run_1/met3.png
Scale: 3 px per µm.
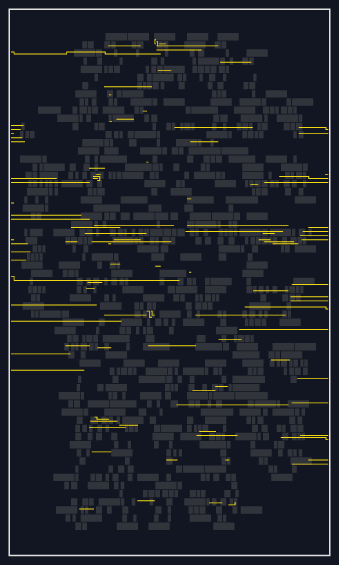
run_1/drive_strength.png
Scale: 2 px per µm.
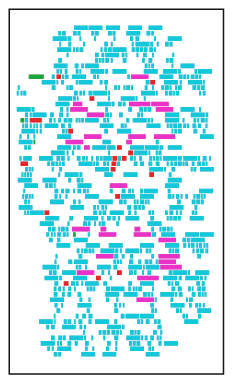
run_1/wire_density.png
Scale: 3 px per µm. The die is cut into 21 by 36 equal tiles; dark purple is low, yellow is high, scaled to the fullest tile. Values are wire area over tile area, all layers added.
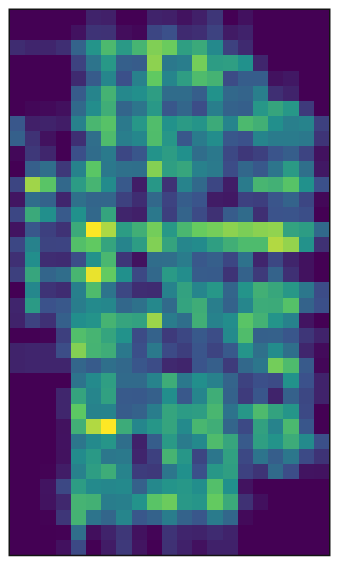
<file path="config.mk">
export PLATFORM = sky130hd
export DESIGN_NAME = input_port_fifo
export DESIGN_NICKNAME = d
export VERILOG_FILES = /design/src/rtl/input_port_fifo.sv
export SDC_FILE = /design/constraint.sdc
export NUM_CORES = 1
export LEC_CHECK = 0
export ABC_AREA = 1
export CORE_ASPECT_RATIO = 1.75
export CORE_MARGIN = 3
export CORE_UTILIZATION = 35
export DETAILED_ROUTE_END_ITERATION = 6
export DONT_BUFFER_PORTS = 1
export PLACE_DENSITY = 0.47
export SETUP_SLACK_MARGIN = 0.15
export SLEW_MARGIN = 20
export SYNTH_ARGS = -nofsm -noshare
export SYNTH_HDL_FRONTEND = slang
export SYNTH_SLANG_ARGS = --single-unit
</file>
<file path="constraint.sdc">
create_clock -name clk -period 6.14 [get_ports clk]
set_input_delay 1.842 -clock clk [delete_from_list [all_inputs] [get_ports clk]]
set_output_delay 1.842 -clock clk [all_outputs]
set_load 0.02 [all_outputs]
</file>
<file path="src/rtl/input_port_fifo.sv">
`default_nettype none
// ============================================================================
//  Module   : input_port_fifo
//  Function : Router input-port buffer. Accepts flits from the upstream
//             router over an RTS/CTS toggle handshake (one CTS pulse per
//             flit) into a circular buffer. Presents the head flit and an
//             empty flag to the routing logic. Pops the head when any
//             output arbiter grants this port.
//  Options  : FIFO_ERR_CHECK_EN - adds sticky protocol-error flags err_fifo
//  Revision : 1.0 - initial release
// ============================================================================
module input_port_fifo #(
  parameter int DATA_WIDTH = 32,
  parameter int DEPTH      = 4
) (
  input  logic                  clk,
  input  logic                  rst,
  input  logic [DATA_WIDTH-1:0] RX,
  input  logic                  DRTS,
  input  logic                  read_en_N,
  input  logic                  read_en_E,
  input  logic                  read_en_W,
  input  logic                  read_en_S,
  input  logic                  read_en_L,
  output logic                  CTS,
  output logic                  empty,
  output logic [DATA_WIDTH-1:0] Data_out
`ifdef FIFO_ERR_CHECK_EN
  ,
  output logic [2:0]            err_fifo
`endif
);

  localparam int AW = (DEPTH > 1) ? $clog2(DEPTH) : 1;
  localparam int CW = AW + 1;

  localparam logic [AW-1:0] PTR_ONE    = AW'(1);
  localparam logic [CW-1:0] CNT_ONE    = CW'(1);
  localparam logic [CW-1:0] CNT_ZERO   = '0;
  localparam logic [CW-1:0] CNT_FULL   = CW'(DEPTH);

  // State
  logic [DATA_WIDTH-1:0] mem_q [DEPTH];
  logic [DATA_WIDTH-1:0] mem_d [DEPTH];
  logic [AW-1:0]         wr_ptr_q, wr_ptr_d;
  logic [AW-1:0]         rd_ptr_q, rd_ptr_d;
  logic [CW-1:0]         count_q,  count_d;
  logic                  cts_q,    cts_d;

  // Control
  logic       full;
  logic       cts_in;
  logic       write_en;
  logic [4:0] read_vec;
  logic       read_req;
  logic       read_en;

  // Flags derive from the registered count only, so a pop in a full cycle
  // cannot open space for a write until the following cycle.
  assign full     = (count_q == CNT_FULL);
  assign empty    = (count_q == CNT_ZERO);
  assign CTS      = cts_q;
  assign Data_out = mem_q[rd_ptr_q];

  // Handshake and pop qualification; CTS high blocks re-acceptance of a held DRTS
  always_comb begin
    read_vec = {read_en_N, read_en_E, read_en_W, read_en_S, read_en_L};
    read_req = |read_vec;
    read_en  = read_req & ~empty;
    cts_in   = DRTS & ~cts_q & ~full;
    write_en = cts_in;
  end

  // Next-state for pointers, occupancy count, CTS and storage
  always_comb begin
    cts_d    = cts_in;
    wr_ptr_d = wr_ptr_q;
    rd_ptr_d = rd_ptr_q;
    count_d  = count_q;
    for (int i = 0; i < DEPTH; i++) begin
      mem_d[i] = mem_q[i];
    end

    if (write_en) begin
      mem_d[wr_ptr_q] = RX;
      wr_ptr_d        = wr_ptr_q + PTR_ONE;
    end

    // Popped entries are left in place; only the read pointer moves.
    if (read_en) begin
      rd_ptr_d = rd_ptr_q + PTR_ONE;
    end

    case ({write_en, read_en})
      2'b10:   count_d = count_q + CNT_ONE;
      2'b01:   count_d = count_q - CNT_ONE;
      default: count_d = count_q;
    endcase
  end

  // State registers; reset discards every stored flit and drops CTS
  always_ff @(posedge clk) begin
    if (rst) begin
      wr_ptr_q <= '0;
      rd_ptr_q <= '0;
      count_q  <= '0;
      cts_q    <= 1'b0;
      for (int i = 0; i < DEPTH; i++) begin
        mem_q[i] <= '0;
      end
    end else begin
      wr_ptr_q <= wr_ptr_d;
      rd_ptr_q <= rd_ptr_d;
      count_q  <= count_d;
      cts_q    <= cts_d;
      for (int i = 0; i < DEPTH; i++) begin
        mem_q[i] <= mem_d[i];
      end
    end
  end

`ifdef FIFO_ERR_CHECK_EN
  // Stall watchdog counts consecutive cycles of DRTS held against a full
  // buffer and saturates at the trip threshold.
  localparam int                 SW         = $clog2(2 * DEPTH + 1) + 1;
  localparam logic [SW-1:0]      STALL_LIM  = SW'(2 * DEPTH);
  localparam logic [SW-1:0]      STALL_ONE  = SW'(1);

  logic [2:0]    err_q,   err_d;
  logic [SW-1:0] stall_q, stall_d;
  logic          multi_grant;
  logic          pop_empty;
  logic          stalled;
  logic          stall_trip;

  // Sticky error detection
  always_comb begin
    multi_grant = ((read_vec & (read_vec - 5'd1)) != 5'd0);
    pop_empty   = read_req & empty;
    stalled     = DRTS & full;
    stall_trip  = stalled & (stall_q >= STALL_LIM);
    if (!stalled) begin
      stall_d = '0;
    end else if (stall_q >= STALL_LIM) begin
      stall_d = stall_q;
    end else begin
      stall_d = stall_q + STALL_ONE;
    end
    err_d = err_q | {stall_trip, pop_empty, multi_grant};
  end

  // Error flag and watchdog registers
  always_ff @(posedge clk) begin
    if (rst) begin
      err_q   <= '0;
      stall_q <= '0;
    end else begin
      err_q   <= err_d;
      stall_q <= stall_d;
    end
  end

  assign err_fifo = err_q;
`else
  // Error checking is not built; the data path is unaffected.
`endif

endmodule
`default_nettype wire
</file>
==> GITHUB_STEP_SUMMARY, run 1 <==
### Flow metrics

| Metric | Value |
|---|---|
| Status | finished, final reports clean |
| Crit path cell chain | buf_4 > clkinv_1 > o21ai_0 > o22ai_1 |
| Hold WC Path Type | register to register |
| Root buf cell | clkbuf_16 |
| Worst Skew | around 10 ps |
| RePlAce Congestion | 0.752 |
| Via density | between 5 and 6 |
| Post-synth mux share | 0 |
| Synth warn | 0 |
| Distinct cells, synth | 19 |
| Placed Area | ~6000 µm² |
| CTS Hold Bufs | 0 |
| Simple Share, Synth | 0.271 |
| Post-synth seq share | 0.448 |
| Critical-path maximum fanout | 33 |
| Slowest-stage cell, CP | clkinv_1 |
| Final core utilization | 0.399 |
| Detail Route Antenna Nets | 0 |
| CTS resizes | 0 |
| Final Hold Viols | 0 |
| Core area | 17,100 µm² |
| Number of global-route vias before repair | around 5,600 |
| Area of the die | 19,300 µm² |
| Share of flip-flops with an asynchronous set or reset | 0 |
| Post-synth EDFFs | 0 |
| Yosys cell count | 835 |
| Area share, top type | 0.448 |
## Picture notes: met3.png
longest straight run: 55.0 µm
share of all routed wire: 5.8%
main direction: horizontal
wire length on this layer: 1,160 µm
nets with wire on the layer: 66
met3 usage in global routing: 0.0473
DR vias: 5,931
Routed WL: 20,100 µm

## Picture notes: drive_strength.png
| size | colour | cells | share |
|---|---|---|---|
| drive 6 and up | magenta | 27 | 3.4% |
| drive 3 to 4 | red | 18 | 2.3% |
| drive 2 | green | 4 | 0.51% |
| drive 1 or less | cyan | 741 | 94% |
final instance area: 6830 µm²
Final WS setup: 1610 ps
synthesis-to-finish area growth: 10.7%

## Picture notes: wire_density.png
nearly empty tiles: 17%
mean over tiles: 0.17
tiles over half the peak: 24%
fullest tile: 0.53
DR WL/cell: 19.8 µm
GRT Util Overall: 0.205

==> run 1: layer usage <==
| layer | vias to the layer above | part of all wire | track usage |
|---|---|---|---|
| met5 | - | 0 | 0 |
| met4 | 0 | 0.014 | 0.0674 |
| met3 | 20 | 0.058 | 0.0473 |
| met2 | 172 | 0.52 | 0.356 |
| met1 | 2891 | 0.41 | 0.247 |
| li1 | 2848 | - | - |
==> run 1: sequential cells by signal, indices dropped and copies added (netlist names), named ones only <==
| signal | cells |
|---|---|
| count_q | 3 |
| rd_ptr_q | 2 |
| CTS | 1 |
| mem_q | 128 |
| wr_ptr_q | 2 |
==> run 1: cell usage after synthesis (all sizes together) (5+ instances only) <==
master  number
buf         45
o21ai       66
inv         15
nand2      140
nand4      128
nor2        73
a21oi      134
ha           5
o22ai       32
clkbuf      45
nand3       11
dfxtp      138
==> run 1: power by group <==
part,switching [mW],internal [mW]
registers,0.0425,0.971
clock network,0.407,0.737
logic,0.888,0.259
total,1.34,1.97
==> run 1: logic make-up after synthesis <==
group	count (synthesis)
AOI/OAI and AO/OA	232
buffers and inverters	106
and+or+nand+nor	353
adders and majority gates	6
DFF	138
==> run 1: through the flow <==
step / cells / worst slack, ps / total power, mW
6_report: 1017 / 1610 / 3.30
5_1_grt: 1017 / 1390 / 3.48
4_1_cts: 1017 / 1570 / 3.34
3_5_place_dp: 985 / 1960 / 2.19
3_3_place_gp: 985 / 2010 / 2.17
2_1_floorplan: 835 / 2730 / 1.92
==> run 1: path summary, 6_finish.rpt <==
check        cells past startpoint    startpoint            to
max reg2reg                     12    count_q[1]    count_q[2]
min reg2reg                      2  mem_q[2][29]  mem_q[2][29]
max                              4      register  Data_out[28]
min                              2  mem_q[2][29]  mem_q[2][29]
==> run 1: layout by cell type, fill, tap and decap left out, types with 2 or more instances in the layout <==
master	Yosys	layout
nor2_1	72	72
nand3_1	10	10
o22ai_1	32	32
clkinvlp_4	0	3
clkbuf_16	0	17
inv_1	14	13
nand2_1	140	140
clkinv_1	1	2
inv_6	0	4
ha_1	5	5
o21ai_0	66	66
buf_4	0	13
bufinv_16	0	5
nand4_1	128	128
dfxtp_1	138	137
a21oi_1	134	134
==> run 1: layout make-up <==
| cell class | instances | area [µm²] |
|---|---|---|
| clock buffers | 19 | 443 |
| clock inverters | 13 | 213 |
| fillers | 1830 | 10300 |
| inverters | 16 | 60.1 |
| multi-input cells | 591 | 2970 |
| flip-flops and latches | 138 | 2760 |
| well taps | 227 | 284 |
| repair buffers | 13 | 97.6 |
==> run 1: critical path, delay by kind of cell, from the launching register on <==
| family | cells | cell delay (ps) |
|---|---|---|
| flip-flops | 1 | 300 |
| AND-OR/OR-AND | 2 | 660 |
| buffers and inverters | 2 | 1310 |
run_1/cell_classes.png
Scale: 3 px per µm.
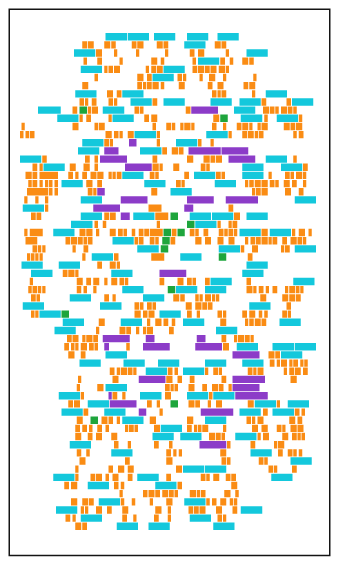

--- run 2 (diff from run 1) ---
==> constraint.sdc (replaced) <==
create_clock -name clk -period 4.6 [get_ports clk]
set_input_delay 1.38 -clock clk [delete_from_list [all_inputs] [get_ports clk]]
set_output_delay 1.38 -clock clk [all_outputs]
set_load 0.02 [all_outputs]
run_2/cell_classes.png
Scale: 3 px per µm.
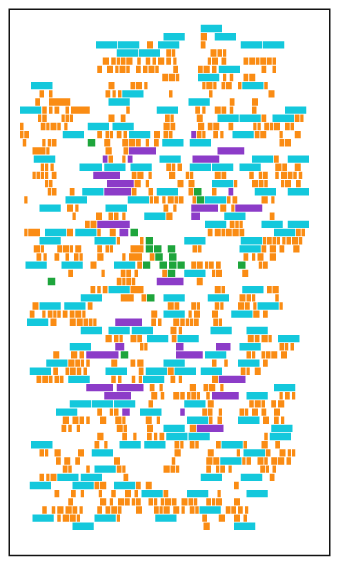
| class | colour | cells | share of their area |
|---|---|---|---|
| all other logic | orange | 607 | 47% |
| flip-flops | cyan | 138 | 43% |
| other buffers and delay cells | green | 19 | 2.2% |
| clock drivers and dummy loads | purple | 30 | 8.7% |
core area: 17,100 µm²
FP Rows: 63

run_2/wire_density.png
Scale: 3 px per µm. The die is cut into 21 by 36 equal tiles; dark purple is low, yellow is high, scaled to the fullest tile. Values are wire area over tile area, all layers added.
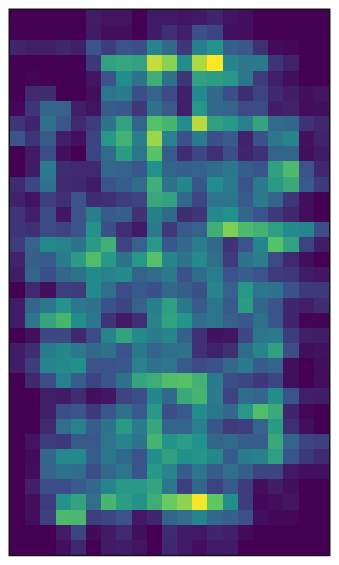
emptiest ninth of the die: north-west
mean over tiles: 0.17
nearly empty tiles: 13%
tiles over half the peak: 13%
fullest tile: 0.66
DR vias: 5,965
Routed WL: 20,600 µm
GRT Util Overall: 0.212

run_2/met3.png
Scale: 3 px per µm.
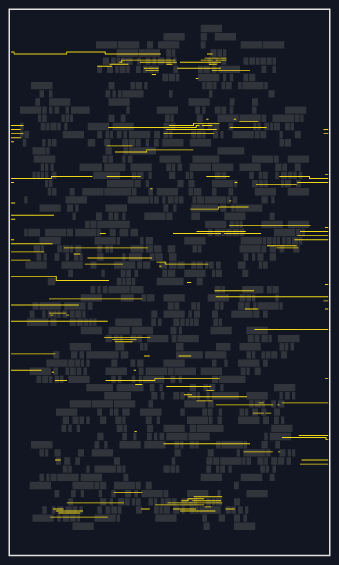
met3 usage in global routing: 0.0381

==> GITHUB_STEP_SUMMARY, run 2 <==
### Flow metrics

| Metric | Value |
|---|---|
| Top cell excl fill/tap | nand2_1 |
| CP endpoint | Data_out[0] |
| Gr busiest metal | met2 |
| Yosys cell count | roughly 840 |
| Final Hold Viols | 0 |
| Fill cells | 1,814 |
| DRC viols | 0 |
| Commonest cells in the synthesized netlist | nand2_1, dfxtp_1, a21oi_1, nand4_1, nor2_1 |
| Largest Register | mem_q |
| Global routing met2 resource utilization | 0.363 |
| Reg2Reg Depth | 11 |
| Root buf cell | clkbuf_16 |
| DR WL/cell | just over 20 µm |
| Hold WC Path Type | register to register |
| Worst slew pin tran | about 990 ps |
| Yosys top cell by instances | nand2_1 |
| Synth warn | 0 |
| Design Power | between 4 and 5 mW |
| Placed Area | approximately 6200 µm² |
| Final instance area | a little under 7000 µm² |
| Critical-path maximum fanout | approximately 44 |
| Worst Skew | 12.5 ps |
| Via density | slightly below 6 |
| Area of the die | just under 20,000 µm² |
| Synthesis-to-finish area growth | 9.94% |
| Final WS setup | 982 ps |
| Largest register FFs | 128 |
| Worst R2R End | count_q[2] |
| Commonest cells after routing, fill and taps aside | nand2_1, dfxtp_1, a21oi_1 |
| Post-synth EDFFs | 0 |
| Simple Share, Synth | 0.271 |
| Grt met1 use | 0.263 |
| Worst r2r src | count_q[1] |
| Max Buffers Root-to-Sink | 2 |
| Status | finished, final reports clean |
| Place WS | around 1300 ps |
| # IOs | about 74 |
| Slowest-stage cell, CP | dfxtp_2 |
| Detail Route Antenna Nets | 0 |
| Number of global-route vias before repair | approximately 5,700 |
| Crit path cell chain | clkinv_1 > buf_4 > o21ai_0 > o22ai_1 |
| Share of flip-flops with an asynchronous set or reset | 0 |
| Area share, top type | 0.448 |
run 2: through the flow:
stage               utilization  std cells
finish                    0.396       1021
global route              0.396       1021
CTS                       0.396       1021
detailed placement        0.363        991
global placement          0.363        991
floorplan                     -        835
run 2: cell families after synthesis:
| logic type | count (synthesis) |
|---|---|
| AND-OR/OR-AND | 232 |
| AND/OR/NAND/NOR | 353 |
| flip-flops | 138 |
| adder cells (fa/ha/maj) | 6 |
| buffers and inverters | 106 |
run 2: worst max-delay path: cells and delay by family, from the launching register on:
kind                   cells  cell delay, ps
flip-flops                 1             710
AND-OR/OR-AND              2             610
buffers and inverters      2             480
run 2: area by class of cell:
| type | count | area share |
|---|---|---|
| well taps | 227 | 0.0419 |
| repair buffers | 19 | 0.0210 |
| inverters | 16 | 0.00886 |
| flip-flops and latches | 138 | 0.408 |
| clock buffers | 18 | 0.0648 |
| multi-input cells | 591 | 0.437 |
| clock inverters | 12 | 0.0186 |
run 2: routing by layer:
| metal | vias to the layer above | part of all wire |
|---|---|---|
| li1 | 2845 | - |
| met1 | 2857 | 0.41 |
| met2 | 227 | 0.51 |
| met3 | 36 | 0.063 |
| met4 | 0 | 0.021 |
| met5 | - | 0 |
run 2: how the worst min path moves through the flow:
stage          cells past startpoint  slack, ps         start            to
3_5_place_dp                       2        440  mem_q[1][15]  mem_q[1][15]
4_1_cts                            2        450  mem_q[1][15]  mem_q[1][15]
6_report                           2        450  mem_q[1][15]  mem_q[1][15]
5_1_grt                            2        460  mem_q[1][25]  mem_q[1][25]
3_3_place_gp                       2        440   mem_q[2][6]   mem_q[2][6]
2_1_floorplan                      2        440  mem_q[1][10]  mem_q[1][10]
run 2: power by group:
part | internal [mW] | switching [mW] | leakage, nW
sequential | 1.30 | 0.106 | 1.12
clock | 0.804 | 0.526 | 0.278
combinational | 0.364 | 1.16 | 0.834
total | 2.46 | 1.80 | 2.23
run_2/drive_strength.png
Scale: 2 px per µm.
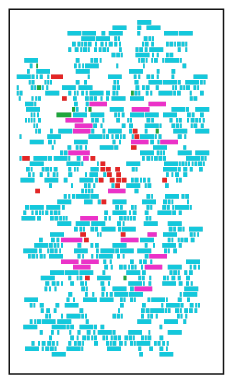

--- run 3 (diff from run 2) ---
--- a/config.mk
+++ b/config.mk
@@ -11,7 +11,7 @@
 export CORE_UTILIZATION = 35
 export DETAILED_ROUTE_END_ITERATION = 6
 export DONT_BUFFER_PORTS = 1
-export PLACE_DENSITY = 0.47
+export PLACE_DENSITY = 0.49
 export SETUP_SLACK_MARGIN = 0.15
 export SLEW_MARGIN = 20
 export SYNTH_ARGS = -nofsm -noshare
==> constraint.sdc (replaced) <==
create_clock -name clk -period 3.2 [get_ports clk]
set_input_delay 0.96 -clock clk [delete_from_list [all_inputs] [get_ports clk]]
set_output_delay 0.96 -clock clk [all_outputs]
set_load 0.02 [all_outputs]
run_3/drive_strength.png
Scale: 2 px per µm.
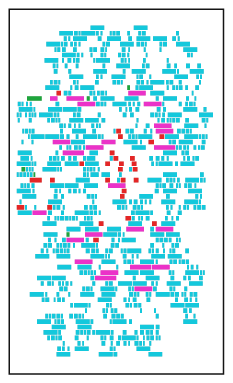
| size | colour | cells | share |
|---|---|---|---|
| drive 2 | green | 6 | 0.75% |
| drive 3 to 4 | red | 27 | 3.4% |
| drive 6 and up | magenta | 24 | 3.0% |
| drive 1 or less | cyan | 740 | 93% |
synthesis-to-finish area growth: 11.5%
Non-CTS buffers: 22

run_3/final_clocks.png
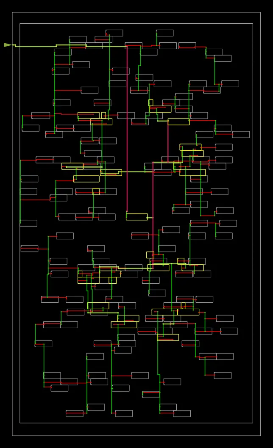
Worst Skew: 8.79 ps
layout clock buffer count: 18
Late-Pin Clk Latency: 410 ps
CTS Buf Count: 17

run_3/cell_classes.png
Scale: 3 px per µm.
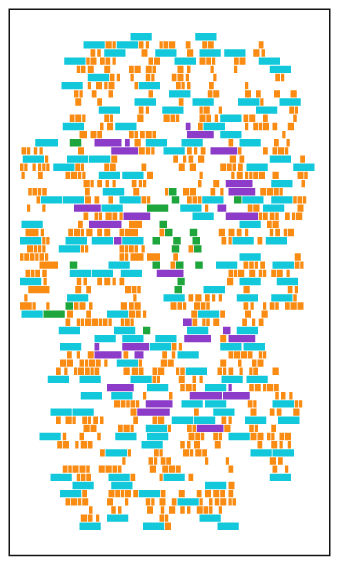
| class | colour | cells | share of their area |
|---|---|---|---|
| clock drivers and dummy loads | purple | 30 | 9.2% |
| all other logic | orange | 607 | 46% |
| other buffers and delay cells | green | 22 | 2.9% |
| flip-flops | cyan | 138 | 42% |
final core utilization: 0.402
final instance area: 6880 µm²
Seq/total area: 0.402

==> GITHUB_STEP_SUMMARY, run 3 <==
### Flow metrics

| Metric | Value |
|---|---|
| Largest register FFs | between 100 and 150 |
| Comb gate area | approximately 3000 µm² |
| Commonest cells in the synthesized netlist | nand2_1, dfxtp_1, a21oi_1, nand4_1, nor2_1 |
| Detail Route Antenna Nets | 0 |
| Fill cells | 1,767 |
| Area share, top type | 0.448 |
| Routed WL | slightly above 20,000 µm |
| Root buf cell | clkbuf_16 |
| Status | finished, final reports clean |
| Commonest cells after routing, fill and taps aside | nand2_1, dfxtp_1, a21oi_1 |
| Area taken by flip-flops and latches | ~2800 µm² |
| Share of flip-flops with an asynchronous set or reset | 0 |
| Final Hold Viols | 0 |
| DR vias | 5,995 |
| GRT Util Overall | 0.206 |
| Top delay family on crit path | flip-flops |
| Post-synth seq share | 0.448 |
| Worst slew pin tran | ~810 ps |
| Yosys top cell by instances | nand2_1 |
| Regs by FF count | mem_q: 128 flops, count_q: 3 flops |
| Synth warn | 0 |
| Number of global-route vias before repair | between 5,000 and 6,000 |
| Yosys cell count | 835 |
| Worst path bufs/invs | 1 |
| FP Rows | roughly 63 |
| Top cell excl fill/tap | nand2_1 |
| Via density | between 5 and 6 |
| DR WL/cell | 19.7 µm |
| Register share of total power | 0.314 |
| RePlAce Congestion | 0.787 |
| Design Power | 6.27 mW |
| Placed Area | ~6300 µm² |
run 3: layout make-up:
class,instances,area share
clock inverter,12,0.0257
clock buffer,18,0.0624
multi-input combinational,591,0.431
timing repair buffer,22,0.0282
sequential,138,0.402
inverter,16,0.00928
tap,227,0.0413
run 3: per-layer routing:
metal	global-route usage	vias up	wire length, µm
met5	0	-	0
met4	0.0840	0	385
met3	0.0462	34	1460
met2	0.342	230	9990
met1	0.255	2877	8360
li1	-	2854	-
run 3: kinds of logic (layout without fill, tap and decap cells):
| family | count (synthesis) | in the layout | synth area share |
|---|---|---|---|
| fa+ha+maj | 6 | 6 | 0.0134 |
| compound gates | 232 | 232 | 0.195 |
| simple gates | 353 | 353 | 0.271 |
| flops | 138 | 138 | 0.448 |
| buf+inv | 106 | 68 | 0.0726 |
run 3: worst paths after layout:
path                                    from            to  slack, ps  cells past startpoint
worst min-delay path            mem_q[2][31]  mem_q[2][31]        450                      2
worst min register to register  mem_q[2][31]  mem_q[2][31]        450                      2
worst max-delay path                register  Data_out[28]        230                      3
worst max register to register    count_q[2]    count_q[2]       1170                     12
run 3: worst register-to-register path: cells and delay by family (launching register included):
kind / cells / cell delay [ps]
AND/OR/NAND/NOR: 7 / 770
adder cells (fa/ha/maj): 2 / 530
flip-flops: 1 / 370
buffers and inverters: 3 / 250
run 3: timing repair:
| item | CTS | global route |
|---|---|---|
| hold buffers | 0 | 0 |
| gates resized | 0 | 2 |
| setup endpoints to repair | 0 | 21 |
| hold endpoints to repair | 0 | 0 |
run 3: power groups by stage:
stage	clock network [mW]	logic, mW	registers, mW
6_report	2.03	2.27	1.97
5_1_grt	2.14	2.46	1.98
4_1_cts	2.07	2.28	1.97
3_5_place_dp	0	2.28	2.00
3_3_place_gp	0	2.25	2.00
2_1_floorplan	0	1.73	1.96
Power and IR drop assume default switching activity.
